==> config.mk <==
export PLATFORM = sky130hd
export DESIGN_NAME = uart_ctrl_unit
export DESIGN_NICKNAME = d
export VERILOG_FILES = /design/src/rtl/uart_ctrl_unit.sv
export SDC_FILE = /design/constraint.sdc
export NUM_CORES = 1
export LEC_CHECK = 0
export CORE_MARGIN = 8
export CORE_UTILIZATION = 39
export CTS_CLUSTER_DIAMETER = 30
export DETAILED_ROUTE_END_ITERATION = 8
export PLACE_DENSITY_LB_ADDON = 0.2
export SLEW_MARGIN = 0
export SYNTH_ARGS = -nofsm -noshare
export SYNTH_HDL_FRONTEND = slang
export SYNTH_SLANG_ARGS = --single-unit
export TNS_END_PERCENT = 10
==> constraint.sdc <==
create_clock -name i_clk -period 1.41 [get_ports i_clk]
set_input_delay 0.3525 -clock i_clk [delete_from_list [all_inputs] [get_ports i_clk]]
set_output_delay 0.3525 -clock i_clk [all_outputs]
set_load 0.005 [all_outputs]
run_1/registers.png
Scale bar: 20 um. Other sequential cells in the stronger gray, the rest of the logic in the fainter gray.
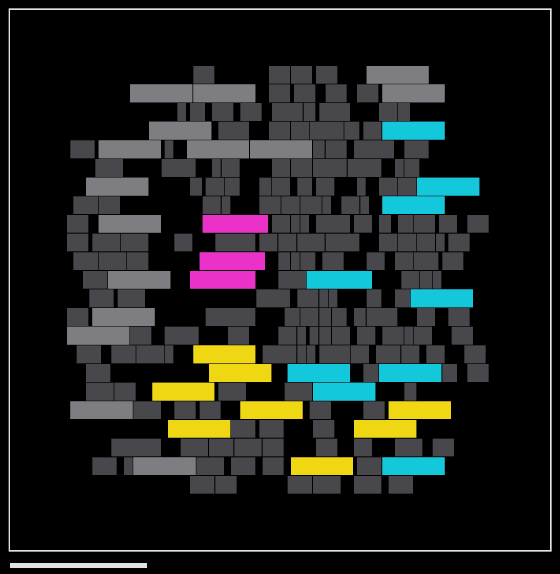
[o_tx_sent_count] cyan | placed flops: 9
[o_uart_tx_data] yellow | placed flops: 8 | where: bottom middle
[state_q] magenta | placed flops: 3
Seq/total area: 0.356
Seq power: 1.70 mW

run_1/cell_classes.png
Fill, decap, tap and diode cells in gray.
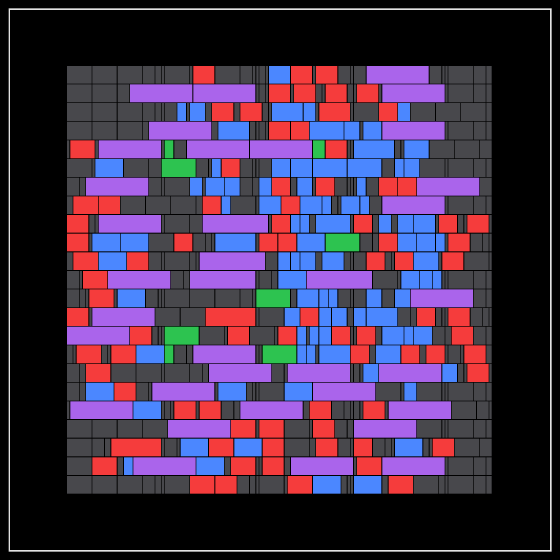
[flip-flops] purple | cells: 35
[clock drivers and dummy loads] green | cells: 8
[other buffers and delay cells] red | cells: 83
[all other logic] blue | cells: 91
core area: 0.00388 mm2
summed area of non-filler cells in the final layout: 0.00248 mm2
utilization after layout: 0.638

run_1/metal_stack.png
Scale bar: 20 um. Only two layers are drawn.
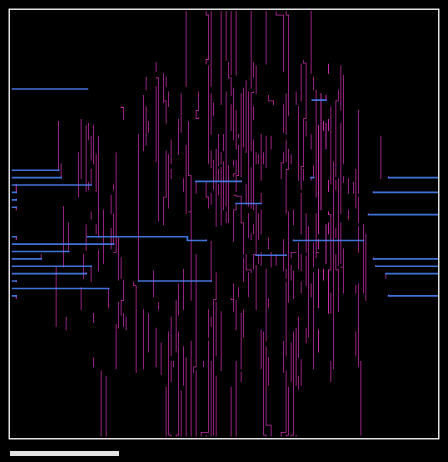
[met2] magenta | wire length: 2150 um
[met3] blue | wire length: 275 um
Total GRT Usage: 0.131
via count: 1310
aggregate routed wire length: 3960 um
Routed wire per std cell: 14.8 um

run_1/clock_map.png
Scale bar: 20 um.
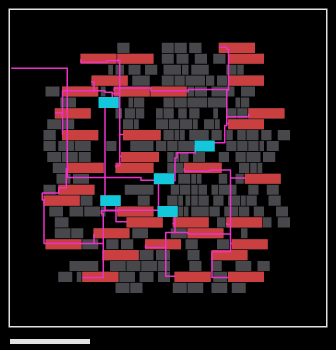
[flip-flops] red | count: 35
[clock wires] magenta | length: 444 um
[cells driving clock nets] cyan | count: 5
routed clock nets: 6
Clock Skews: 0.00484 ns
latest clock arrival within the worst-skew pair: 0.28 ns
clock network fraction of total power: 0.148
power drawn by the clock network: 0.674 mW

==> results.py, run 1 <==
# Physical implementation metrics
metrics = {
    "sta": {
        "setup_viol": 10,
        "post-route-worst-setup-slack_ns": -0.114,
    },
    "floorplan": {
        "die_width_um": 78.8,
    },
    "global_routing": {
        "via_count_of_the_first_global_routing_pass": 1449,
        "global_route.usage.met1": 0.128,
        "antenna_violations_before_repair": 0,
    },
    "worst_setup_path": {
        "critPathSlowestCell": "sky130_fd_sc_hd__dfrtp_2",
    },
    "final_layout": {
        "largest_class": "sequential cells",
        "non_clock_buffer_area_share": 0.299,
        "layout_stage_area_growth_over_the_synthesis_result_pct": 61.0,
        "comb_area_share": 0.280,
    },
    "routing": {
        "detail_route.vias_per_cell": 4.91,
        "highest-signal-layer": "met4",
        "met2_wirelength_um": 2150,
        "met3_wirelength_from_detailed_routing_um": 274,
    },
    "power_and_ir_drop": {
        "power_combinational_mw": 2.18,
        "cellInternalPower_mw": 3.07,
        "design_power_total_mw": 4.55,
        "max-vdd-ir-drop_mv": 1.07,
    },
    "status": {
        "failing_checks": "setup timing",
        "outcome": "finished with violations",
    },
    "logic_synthesis": {
        "floorplan.nets": 155,
        "post-synth-top-area-fraction": 0.569,
    },
}
run_1/final_clocks.png
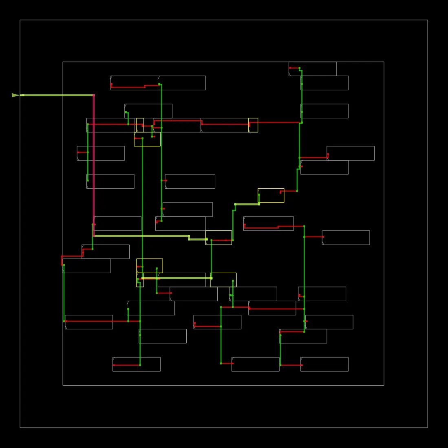

==> run 2: changes to the inputs <==
--- a/config.mk
+++ b/config.mk
@@ -14,4 +14,4 @@
 export SYNTH_ARGS = -nofsm -noshare
 export SYNTH_HDL_FRONTEND = slang
 export SYNTH_SLANG_ARGS = --single-unit
-export TNS_END_PERCENT = 10
+export TNS_END_PERCENT = 100
run_2/final_clocks.png
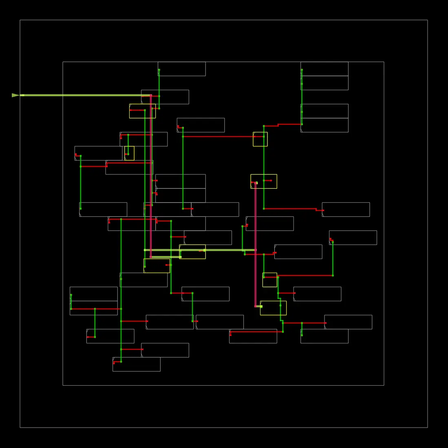
number of CTS-inserted buffers: 5
CTS Sinks: 35
power drawn by the clock network: 0.723 mW
Clock Skews: 0.00358 ns

==> results.py, run 2 <==
# Physical implementation metrics
metrics = {
    "worst_setup_path": {
        "peak_fanout_along_the_critical_path": 6,
        "critPathSlowestCell": "sky130_fd_sc_hd__dfrtp_2",
        "critPathKind": "reg2reg",
    },
    "final_layout": {
        "comb_area_share": 0.283,
        "design_area_mm2": 0.00261,
        "repair_and_plain_buffers": 93,
        "layout.area.seq_um2": 880,
        "finish.utilization": 0.672,
        "seq_total_area": 0.337,
        "drive_above_1_share": 0.388,
        "layout_stage_area_growth_over_the_synthesis_result_pct": 69.8,
        "non_clock_buffer_area_share": 0.315,
        "largest_class": "sequential cells",
        "seq_cell_count": 35,
    },
    "global_routing": {
        "globalRoute.totalOverflow": 0,
        "antenna_violations_before_repair": 0,
        "global_route.usage.met1": 0.144,
        "via_count_of_the_first_global_routing_pass": 1528,
        "grt.total_usage": 0.147,
    },
    "routing": {
        "detail_route.vias_per_cell": 5.16,
        "postRouteWirelength_um": 4550,
        "detailroute.via_count": 1429,
        "highest-signal-layer": "met4",
        "drt_drc_violations_left": 0,
        "routed_wire_per_std_cell_um": 16.4,
        "met2_wirelength_um": 2440,
        "drtIter0Drc": 100,
        "met3_wirelength_from_detailed_routing_um": 311,
    },
    "logic_synthesis": {
        "yosys-top-cells-area": "sky130_fd_sc_hd__dfrtp_1 57%, sky130_fd_sc_hd__mux2_2 12%, sky130_fd_sc_hd__a21oi_1 2.9%",
        "post-synth-top-area-fraction": 0.569,
        "floorplan.nets": 155,
        "summed_standard_cell_area_reported_by_yosys_mm2": 0.00154,
        "post_synth_instance_area_mm2": 0.00154,
    },
    "sta": {
        "period_used_share": 1.11,
        "timing.final.crit_period_ns": 1.57,
        "post-route-worst-setup-slack_ns": -0.156,
        "maxClockFrequency_mhz": 639,
        "setup_viol": 13,
    },
    "power_and_ir_drop": {
        "p_seq_frac": 0.346,
        "cellInternalPower_mw": 3.27,
        "power_combinational_mw": 2.53,
        "design_power_total_mw": 4.97,
        "seq_power_mw": 1.72,
        "max-vdd-ir-drop_mv": 0.843,
    },
    "floorplan": {
        "core_area_mm2": 0.00388,
        "die_width_um": 78.8,
    },
    "run": {
        "max_cap_viol_count": 0,
    },
    "status": {
        "outcome": "finished with violations",
        "failing_checks": "setup timing",
    },
    "placed_design": {
        "dpl_cell_area_mm2": 0.00230,
    },
}
run_2/clock_map.png
Scale bar: 20 um.
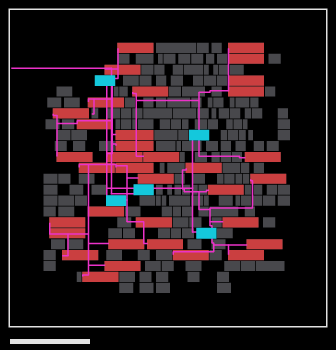
[flip-flops] red | count: 35
[cells driving clock nets] cyan | count: 5
[clock wires] magenta | length: 473 um
routed clock nets: 6
latest clock arrival within the worst-skew pair: 0.29 ns
clock network fraction of total power: 0.145

No activity file was given, so power comes from the tool's default toggle rates.
